**src/rtl/judgement_sprite_ctrl.sv**
```systemverilog
// Hit-feedback sprite sequencer (Perfect/Good/Miss).
// Arms on a judgement event and waits for the next frame boundary. It then
// shows the selected sprite for SHOW_FRAMES full frames. While showing, it
// generates ROM addresses from DrawX/DrawY and delivers a colour index that
// is aligned with the ROM's one-cycle read latency.
module judgement_sprite_ctrl #(
  parameter int unsigned SPRITE_W    = 157,
  parameter int unsigned SPRITE_H    = 136,
  parameter int unsigned POS_X       = 241,
  parameter int unsigned POS_Y       = 100,
  parameter int unsigned SHOW_FRAMES = 30,
  parameter logic [7:0]  TRANSPARENT = 8'h00
) (
  input  logic        Clk,
  input  logic        Reset,
  input  logic        frame_start,
  input  logic        hit_valid,
  input  logic [1:0]  hit_kind,
  input  logic [9:0]  DrawX,
  input  logic [9:0]  DrawY,
  output logic [18:0] read_address,
  output logic [1:0]  rom_sel,
  input  logic [7:0]  rom_data,
  output logic        pixel_on,
  output logic [7:0]  pixel_index,
  output logic        active
);

  typedef enum logic [1:0] {
    IDLE    = 2'd0,
    PENDING = 2'd1,
    SHOW    = 2'd2
  } state_t;

  localparam logic [10:0] X_LO      = 11'(POS_X);
  localparam logic [10:0] X_HI      = 11'(POS_X + SPRITE_W);
  localparam logic [10:0] Y_LO      = 11'(POS_Y);
  localparam logic [10:0] Y_HI      = 11'(POS_Y + SPRITE_H);
  localparam logic [9:0]  X_OFF     = 10'(POS_X);
  localparam logic [9:0]  Y_OFF     = 10'(POS_Y);
  localparam logic [18:0] ROW_W     = 19'(SPRITE_W);
  localparam logic [7:0]  LAST_FRAME = 8'(SHOW_FRAMES - 1);

  state_t      state_q;
  logic [7:0]  frame_cnt_q;
  logic [1:0]  pend_kind_q;
  logic [1:0]  show_kind_q;
  logic [1:0]  rom_sel_q;
  logic        active_q;

  logic        hit_ok;
  logic        in_box;
  logic [9:0]  dx;
  logic [9:0]  dy;
  logic [18:0] addr_d;
  logic [18:0] addr_q;
  logic        v1_d;
  logic        v1_q;
  logic        v2_q;

  // Reserved kind 3 never counts as a judgement.
  assign hit_ok = hit_valid && (hit_kind != 2'd3);

  // Sequencer: arm on a hit, show from the next frame boundary, and count the frames shown.
  always_ff @(posedge Clk) begin
    if (Reset) begin
      state_q     <= IDLE;
      frame_cnt_q <= '0;
      pend_kind_q <= '0;
      show_kind_q <= '0;
      rom_sel_q   <= '0;
      active_q    <= 1'b0;
    end else if (hit_ok && frame_start) begin
      // A hit on the boundary itself starts a fresh full frame right away.
      state_q     <= SHOW;
      show_kind_q <= hit_kind;
      rom_sel_q   <= hit_kind;
      frame_cnt_q <= '0;
      active_q    <= 1'b1;
    end else if (hit_ok) begin
      // A hit mid-frame cancels any current display, so no partial frame is shown.
      state_q     <= PENDING;
      pend_kind_q <= hit_kind;
      active_q    <= 1'b0;
    end else if (frame_start) begin
      case (state_q)
        PENDING: begin
          state_q     <= SHOW;
          show_kind_q <= pend_kind_q;
          rom_sel_q   <= pend_kind_q;
          frame_cnt_q <= '0;
          active_q    <= 1'b1;
        end
        SHOW: begin
          if (frame_cnt_q == LAST_FRAME) begin
            state_q  <= IDLE;
            active_q <= 1'b0;
          end else begin
            frame_cnt_q <= frame_cnt_q + 8'd1;
          end
        end
        default: ;
      endcase
    end
  end

  // Box test and linear ROM address for the current draw coordinate.
  always_comb begin
    in_box = ({1'b0, DrawX} >= X_LO) && ({1'b0, DrawX} < X_HI) &&
             ({1'b0, DrawY} >= Y_LO) && ({1'b0, DrawY} < Y_HI);
    dx     = DrawX - X_OFF;
    dy     = DrawY - Y_OFF;
    addr_d = '0;
    if (in_box) begin
      addr_d = 19'(dy) * ROW_W + 19'(dx);
    end
    v1_d = in_box && (state_q == SHOW);
  end

  // Two-stage valid pipeline that matches the ROM's registered read.
  always_ff @(posedge Clk) begin
    if (Reset) begin
      addr_q <= '0;
      v1_q   <= 1'b0;
      v2_q   <= 1'b0;
    end else begin
      addr_q <= addr_d;
      v1_q   <= v1_d;
      v2_q   <= v1_q;
    end
  end

  assign read_address = addr_q;
  assign rom_sel      = rom_sel_q;
  assign active       = active_q;
  assign pixel_on     = v2_q && (rom_data != TRANSPARENT);
  assign pixel_index  = pixel_on ? rom_data : '0;

endmodule

```
**config.mk**
```make
export PLATFORM = sky130hd
export DESIGN_NAME = judgement_sprite_ctrl
export DESIGN_NICKNAME = d
export VERILOG_FILES = /design/src/rtl/judgement_sprite_ctrl.sv
export SDC_FILE = /design/constraint.sdc
export NUM_CORES = 1
export LEC_CHECK = 0
export ABC_AREA = 1
export CAP_MARGIN = 20
export CORE_MARGIN = 3
export CORE_UTILIZATION = 55
export CTS_CLUSTER_SIZE = 20
export DETAILED_ROUTE_END_ITERATION = 8
export PLACE_DENSITY = 0.8
export SYNTH_ARGS = -nofsm -noshare
export SYNTH_HDL_FRONTEND = slang
export SYNTH_SLANG_ARGS = --single-unit
```
**constraint.sdc**
```tcl
create_clock -name Clk -period 5.9 [get_ports Clk]
set_input_delay 1.18 -clock Clk [delete_from_list [all_inputs] [get_ports Clk]]
set_output_delay 1.18 -clock Clk [all_outputs]
set_load 0.01 [all_outputs]
```
### Signal wires by layer, run 1

Only two layers are drawn.
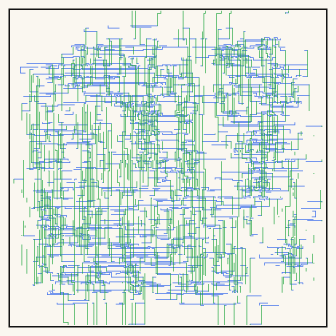
| layer | colour | wire length |
|---|---|---|
| M2 | green | 4410 um |
| M1 | blue | 3660 um |
GRT Util Overall: 21.9%
wire per inst: 11.6 um

### Nets reached from selected ports, run 1

Scale bar: 20 um.
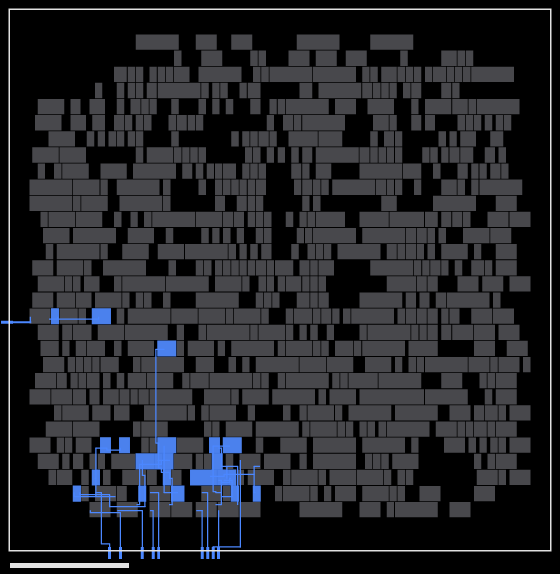
| port | colour | bits | direction | edge | end cells | wire |
|---|---|---|---|---|---|---|
| DrawX | blue | 10 | input | 9 bottom, 1 left | 22 | 258 um |

### Clock nets, run 1

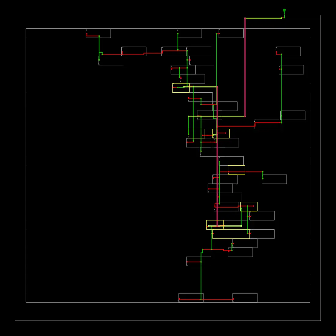
number of clock buffers in the layout: 6
power in the clock group: 216 uW
flop count: 34
skew final: 0.00831 ns

### Sequential cells grouped by signal name, run 1

Scale bar: 20 um. Other sequential cells in the stronger grey, the rest of the logic in the fainter grey.
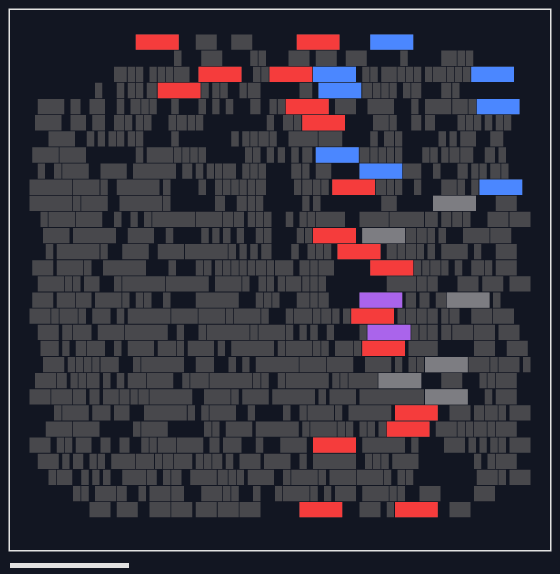
| netlist name | colour | placed flops |
|---|---|---|
| frame_cnt_q | blue | 8 |
| read_address | red | 18 |
| pend_kind_q | purple | 2 |

## run 1: kinds of logic (layout without fill, tap and decap cells)
kind of cell | Yosys count | in the layout | share of synthesized area, %
fa+ha+maj | 87 | 87 | 32.6
simple gates | 234 | 234 | 25.5
other cells | 1 | 1 | 0.0942
compound gates | 44 | 44 | 5.97
buf+inv | 149 | 223 | 14.3
xor+xnor | 20 | 20 | 4.40
flops | 34 | 34 | 17.1
## run 1: worst paths after layout
check | startpoint | to | slack (ns) | cells after the start
worst max-delay path | DrawY[3] | read_address[17]$_SDFF_PP0_ | 0.43 | 20
worst min-delay path | v1_q$_SDFF_PP0_ | v2_q$_SDFF_PP0_ | 0.41 | 2
worst max register to register | state_q[1]$_SDFFE_PP0P_ | frame_cnt_q[0]$_SDFFE_PP0P_ | 4.23 | 7
worst min register to register | v1_q$_SDFF_PP0_ | v2_q$_SDFF_PP0_ | 0.41 | 2
## run 1: sequential cells by signal, summed over array words and instances, names as in the netlist
name / flops
read_address: 18
frame_cnt_q: 8
pend_kind_q: 2
rom_sel: 2
state_q: 2
v1_q: 1
v2_q: 1
## run 1: cell type report
cell class              count  area, um2
clock buffers               6       82.6
clock inverters             1       30.0
fillers                   606       2030
inverters                 147        552
multi-input cells         386       2730
flip-flops and latches     34        681
well taps                  96        120
repair buffers             69        676
## run 1: tightest hold or removal path, cell delays in order (launching register included)
cell     delay, ns
dfxtp_1       0.30
inv_1         0.04
nor2_1        0.03
## run 1: per-layer routing
layer / GRT usage, % / part of all wire (%) / vias to the layer above
li1: - / - / 1872
met1: 26.0 / 43 / 1658
met2: 41.2 / 51 / 84
met3: 3.48 / 5.2 / 7
met4: 4.40 / 0.92 / 0
met5: 0 / 0 / -
## run 1: power by group through the flow
stage	Sequential (uW)	Clock, uW	Combinational [uW]
after global routing	243	230	1770
after global placement	247	0	1460
after floorplan	249	0	1170
after CTS	242	221	1510
final	242	216	1500
after detailed placement	247	0	1500
## run 1: metrics by stage
stage	hold WS (ns)	power, uW	instances
after floorplan	0.388	1420	569
after global placement	0.392	1710	732
after detailed placement	0.400	1740	732
after CTS	0.411	1980	739
after global routing	0.443	2250	739
final	0.405	1960	739
## run 1: placed cells by master (no fill, tap or decap), drive strengths merged, types with 4 or more instances in the layout
master         count
nor2              68
ha                59
dfxtp             34
clkbuf             6
clkdlybuf4s50     63
inv              147
o21ai             13
a21oi             23
nand3b             4
xor2              15
fa                28
nand2            116
nand3             28
nor3               6
nand4              8
xnor2              5
buf                6
==> run summary, run 1 <==
The flow run is done. The worst setup path is launched from an input pin. Wire length of the first global-routing pass landed at 15100 um. The worst setup path is captured at a flop. TritonCTS built the clock tree. The routed layout reports a DRC error count of 0.

By instance count, the leading cell after synthesis is inv_1. Per the STA report, the cell with the highest stage delay on the worst path is fa_1. The pre-CTS setup check shows a worst slack of 0.125 ns. The final timing report gives a worst setup slack of 0.425 ns. IR analysis of the VDD net gives a maximum drop of 332 uV. For reference, the top cells by count after synthesis are inv_1 (146), nand2_1 (112), nor2_1 (64), ha_1 (59), dfxtp_1 (34). Detailed placement finished with a half-perimeter wire length of 7490 um. The final timing report counts setup violations totalling 0. Count of unique library cells instantiated by Yosys landed at 30. Listed in order, past its start point the critical path passes clkdlybuf4s50_1, inv_1, ha_1, nand2_1, a21oi_1, xor2_1, buf_4, fa_1, ha_1, fa_1, inv_1, fa_1, inv_1, ha_1, a21oi_1, nor2_1, o21ai_0, nand2_1, nor2_1, nor2_2. Part of the power in registers landed at 12.3%. Warnings reported by Yosys during synthesis add up to 0.

Count of vias placed by the detailed router landed at 3621. Final wirelength landed at 8600 um. In this run the tool buffered the top-level ports with 63 buffer cells. Placed instance area landed at 4760 um2.

The initial antenna violation count is 0. The power report shows net switching accounting for 52.4% of the total. Source-to-sink clock delay at the later pin of the worst-skew pair landed at 0.28 ns. Final worst-path cycle share landed at 92.8%. The pre-antenna-repair detailed-routing pass consisted of 5 iterations. In this run the power spent charging and discharging nets is 1030 uW. Summed negative setup slack over all endpoints landed at 0 ns. For this run, the share of the core covered by cells in the final layout is 70.5%. Post-synth the commonest register cell is dfxtp_1. Together, buffers and inverters on the worst path number 5. Looking at the power breakdown, combinational cells take 76.7% of the total. In this run the static leakage power is 0.00261 uW. Slew of the pin with the lowest slew margin landed at 0.537 ns. Checking max transition, the worst relative margin is 63.9%.

For reference, the most critical setup path is categorized as input pin to flop. Post-route minimum period landed at 5.47 ns. Highest clock rate landed at 0.183 GHz. Post-cts resize count landed at 0. The finished cells cover 4870 um2.

The cell family contributing the most delay on the critical path is adder cells. Clock slew seen by the registers of the worst setup and hold paths landed at 0.07 ns. Last weighted congestion value of the routability-driven placer landed at 0.912.

The final hold violation count recorded for this run is 0. The flow ran to the end, and the final reports show no timing, DRC or antenna violations. Register bit count reported by yosys landed at 34. Chip area line of the yosys report landed at 3980 um2. Die height landed at 91.1 um. The H-tree was split into 2 levels.
### Close-up of the layout, run 1

Region (3, 48) to (43, 88) um. Cells in grey, sequential cells in the stronger grey; small squares are vias.
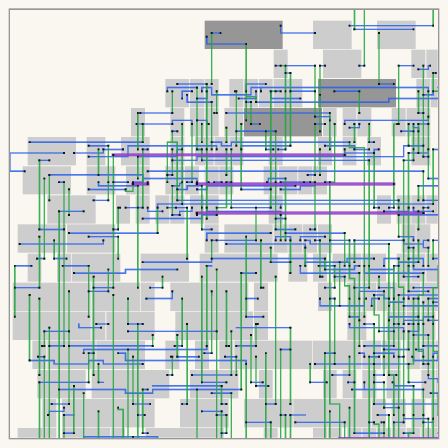

--- run 2 (diff from run 1) ---
Settings changed: PLACE_DENSITY 0.8 to 0.87.
### Close-up of the layout, run 2

Region (3, 48) to (43, 88) um. Cells in grey, sequential cells in the stronger grey; small squares are vias.
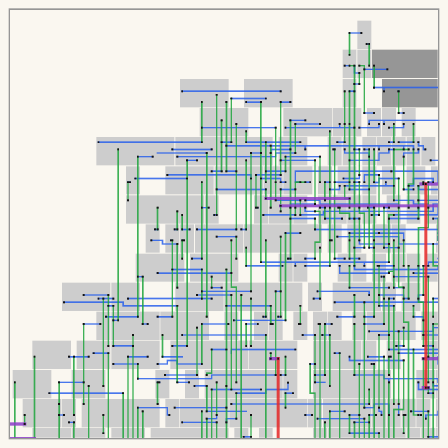
| layer | colour |
|---|---|
| M2 | green |
| M4 | red |
| M1 | blue |
| M3 | purple |
sequential cells in the window: 2
most frequent: inv_1 (33), nand2_1 (24), ha_1 (22)
netlist names of flops here include: read_address (2)
cells with their middle in the window: 115

==> run summary, run 2 <==
The flow run is done. Path depth of the worst reg2reg path landed at 7 (unchanged). The post-detailed-route DRC marker count is 0 (unchanged). The count of yosys warnings during synthesis came to 0 (unchanged). The end of the worst register-to-register path is frame_cnt_q[3]$_SDFFE_PP0P_ (was frame_cnt_q[0]$_SDFFE_PP0P_). First-pass iteration count of the detailed router landed at 5 (unchanged).

The launch point of the critical path is DrawY[3] (unchanged). Register bit count reported by yosys landed at 34 (unchanged). The leakage power of the design is 0.00260 uW (was 0.00261 uW). The TritonCTS clock tree was built (unchanged). Wire length of the first global-routing pass landed at 14600 um (was 15100 um).

The startpoint type of the worst setup path is an input pin (unchanged). The final worst-path cycle share came to 92.7% (was 92.8%). Initial antenna violation count landed at 0 (unchanged).

The count of filler cells inserted in the layout was 594 (was 606). The summed negative setup slack over all endpoints was 0 ns (unchanged). Worst hold slack landed at 0.426 ns (was 0.405 ns). Count of vias placed by the detailed router landed at 3641 (was 3621). Synth top cells by count: inv_1 (146), nand2_1 (112), nor2_1 (64), ha_1 (59), dfxtp_1 (34) (unchanged). The worst supply voltage drop on vdd is 258 uV (was 332 uV). The depth of the worst hold-timing path was 2 (unchanged). Global-route total usage across every layer landed at 20.7% (was 21.9%).

Die height landed at 91.1 um (unchanged). The launch instance of the worst register-to-register path was state_q[1]$_SDFFE_PP0P_ (unchanged). Count of unique library cells instantiated by Yosys landed at 30 (unchanged). Flip-flop count of the largest register after layout landed at 18 (unchanged). The final-report setup violation count was 0 (unchanged). The commonest register cell after synthesis is dfxtp_1 (unchanged). The most frequent logic cell in the layout is inv_1 (unchanged). Outcome: completed (unchanged).

The last weighted congestion value of the routability-driven placer came to 0.923 (was 0.912). The post-route minimum period is 5.47 ns (about the same). The top cell type by instance count after synthesis is inv_1 (unchanged). Leading cell types in the layout, fill and taps excluded: inv_1 (146), nand2_1 (112), nor2_1 (64) (unchanged). The final standard cell utilization of the core came to 70.2% (was 70.5%). The post-route clock skew was 0.00693 ns (was 0.00831 ns).

The worst max-slew margin expressed relative to the limit was 62.3% (was 63.9%). The critical path capture point type is a flop (unchanged). The worst-case hold path end point is v2_q$_SDFF_PP0_ (unchanged).

Chip area line of the yosys report landed at 3980 um2 (unchanged). The logic area came to 2730 um2 (unchanged). Final wirelength landed at 8320 um (was 8600 um). The post-cts resize count is 0 (unchanged).
-- run 2: power breakdown --
| part | internal, uW | switching [uW] | total, uW |
|---|---|---|---|
| registers | 238 | 4.40 | 242 |
| clock network | 82.8 | 83.8 | 167 |
| logic | 562 | 947 | 1510 |
| total | 882 | 1030 | 1920 |
-- run 2: how the worst max path moves through the flow --
stage | slack, ns | depth (start not counted) | end
3_5_place_dp | 0.14 | 25 | read_address[16]$_SDFF_PP0_
5_1_grt | 0.09 | 25 | read_address[16]$_SDFF_PP0_
4_1_cts | 0.44 | 25 | read_address[16]$_SDFF_PP0_
3_3_place_gp | 0.26 | 22 | read_address[13]$_SDFF_PP0_
2_1_floorplan | 0.65 | 20 | read_address[16]$_SDFF_PP0_
6_report | 0.43 | 20 | read_address[17]$_SDFF_PP0_
-- run 2: per-layer routing --
layer / vias up / wire length, um / track usage (%)
met2: 99 / 4320 / 40.4
met5: - / 0 / 0
met1: 1655 / 3540 / 23.9
li1: 1875 / - / -
met3: 12 / 366 / 2.57
met4: 0 / 93 / 4.27
-- run 2: worst max-delay path, cell delays in order --
cell	delay (ns)
clkdlybuf4s50_1	0.42
inv_1	0.17
ha_1	0.22
nand2_1	0.09
a21oi_1	0.22
xor2_1	0.20
buf_4	0.17
fa_1	0.39
ha_1	0.33
fa_1	0.53
inv_1	0.05
fa_1	0.53
inv_1	0.04
ha_1	0.35
a21oi_1	0.30
nor2_1	0.09
o21ai_0	0.15
nand2_1	0.07
nor2_1	0.12
nor2_2	0.04
-- run 2: layout make-up --
type | count | share of cell area, %
inverters | 147 | 11.4
flip-flops and latches | 34 | 14.0
repair buffers | 69 | 13.9
clock inverters | 3 | 0.439
well taps | 96 | 2.48
clock buffers | 5 | 1.42
multi-input cells | 386 | 56.3
-- run 2: logic make-up after synthesis --
group	synth area share [%]
other	0.0942
xor gates and xnor gates	4.40
adders and majority gates	32.6
buffers and inverters	14.3
AOI/OAI and AO/OA	5.97
and+or+nand+nor	25.5
DFF	17.1
-- run 2: stage by stage --
stage          setup WS [ns]  std cells  area (um2)  power, uW
3_3_place_gp           0.258        732        4760       1680
3_5_place_dp           0.141        732        4760       1740
4_1_cts                0.437        740        4850       1920
2_1_floorplan          0.646        569        3980       1420
5_1_grt               0.0933        740        4850       2190
6_report               0.431        740        4850       1920
### Clock nets, run 2

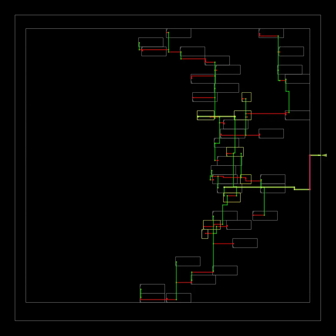

--- run 3 (diff from run 2) ---
Settings changed: CORE_UTILIZATION 55 to 45, PLACE_DENSITY 0.87 to 0.74.
### Clock nets, run 3

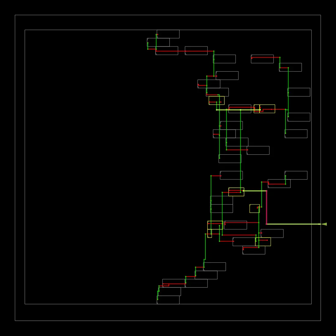
Latency at later pin: 0.28 ns
power in the clock group: 165 uW
sink count of the clock tree: 34

==> run summary, run 3 <==
The flow run is done. Outcome: completed (unchanged). Register cell area after layout landed at 681 um2 (unchanged). Worst supply voltage drop on vdd landed at 208 uV (was 258 uV). Post-route minimum period landed at 5.54 ns (was 5.47 ns). The global-route total usage across every layer was 17.8% (was 20.7%).

The critical path capture point type was a flop (unchanged). Slew of the pin with the lowest slew margin landed at 0.545 ns (was 0.561 ns). Synth top cells by count: inv_1 (146), nand2_1 (112), nor2_1 (64), ha_1 (59), dfxtp_1 (34) (unchanged). The post-detailed-route DRC marker count is 0 (unchanged). The commonest register cell after synthesis was dfxtp_1 (unchanged).

Number of H-tree levels landed at 2 (unchanged). Number of hold-slack violations in the final timing report landed at 0 (unchanged). Total power after layout landed at 1900 uW (was 1920 uW). The most frequent logic cell in the layout is inv_1 (unchanged). The top cell type by instance count after synthesis is inv_1 (unchanged). The highest clock rate was 0.181 GHz (was 0.183 GHz). Worst max-slew margin expressed relative to the limit landed at 63.4% (was 62.3%). The count of unique library cells instantiated by Yosys was 30 (unchanged).

The final-report setup violation count came to 0 (unchanged). The wire length of the first global-routing pass came to 14900 um (was 14600 um). Logic area landed at 2730 um2 (unchanged).

Flip-flop count of the largest register after layout landed at 18 (unchanged). Die height landed at 100 um (was 91.1 um). The post-cts resize count was 0 (unchanged).

The final wirelength was 8370 um (was 8320 um). Initial antenna violation count landed at 0 (unchanged). The uppermost signal routing layer after detailed routing is met4 (unchanged). The TritonCTS clock tree is built (unchanged).

Count of yosys warnings during synthesis landed at 0 (unchanged). The depth of the worst hold-timing path came to 2 (unchanged). The clock slew seen by the registers of the worst setup and hold paths was 0.07 ns (about the same).
==> run 3: worst max-delay path: stages <==
cell and delay (ns):
clkdlybuf4s50_1 0.44, inv_1 0.12, nand2_1 0.09, nor3_1 0.30, inv_1 0.12, a21oi_1 0.27, xor2_1 0.11, ha_1 0.29
inv_1 0.05, fa_1 0.49, inv_1 0.05, fa_1 0.47, inv_1 0.05, fa_1 0.52, inv_1 0.04, ha_1 0.36
nand2_1 0.12, inv_1 0.11, nand2_1 0.09, nor3_1 0.14, nand2_1 0.08, nand2_1 0.09, nand2_1 0.05, nand2_1 0.06
nor2_1 0.04
==> run 3: path summary, 6_finish.rpt <==
check                                             start                           to  slack, ns
worst min register to register          v1_q$_SDFF_PP0_              v2_q$_SDFF_PP0_       0.42
worst max register to register  state_q[1]$_SDFFE_PP0P_  frame_cnt_q[0]$_SDFFE_PP0P_       4.26
worst min-delay path                    v1_q$_SDFF_PP0_              v2_q$_SDFF_PP0_       0.42
worst max-delay path                           DrawX[0]  read_address[16]$_SDFF_PP0_       0.36
==> run 3: metrics by stage <==
stage | hold WS [ns] | util [%] | instance area, um2 | instances | worst slack (ns)
6_report | 0.420 | 57.7 | 4860 | 749 | 0.362
3_5_place_dp | 0.414 | 56.6 | 4770 | 741 | 0.0724
2_1_floorplan | 0.388 | - | 3980 | 569 | 0.646
4_1_cts | 0.431 | 57.7 | 4860 | 749 | 0.374
5_1_grt | 0.476 | 57.7 | 4860 | 749 | 0.000633
3_3_place_gp | 0.412 | 56.6 | 4770 | 741 | 0.218
==> run 3: power breakdown <==
| part | switching (uW) | internal, uW |
|---|---|---|
| clock network | 81.6 | 83.1 |
| logic | 928 | 560 |
| registers | 4.43 | 238 |
| total | 1010 | 881 |
==> run 3: cells by family after synthesis <==
logic type | after synthesis | synth area share [%]
AOI/OAI and AO/OA | 44 | 5.97
buffers and inverters | 149 | 14.3
and+or+nand+nor | 234 | 25.5
other | 1 | 0.0942
adders and majority gates | 87 | 32.6
DFF | 34 | 17.1
xor gates and xnor gates | 20 | 4.40
==> run 3: cell type report <==
cell class,count,share of cell area (%)
Sequential cell,34,14.0
Clock inverter,2,0.283
Clock buffer,6,1.49
Tap cell,105,2.70
Inverter,147,11.4
Timing Repair Buffer,69,13.9
Multi-Input combinational cell,386,56.2
==> run 3: routing by layer <==
metal | vias up | global-route usage (%)
met3 | 8 | 2.43
li1 | 1871 | -
met1 | 1611 | 21.3
met2 | 82 | 32.9
met4 | 0 | 5.28
met5 | - | 0
Power and IR drop assume default switching activity.
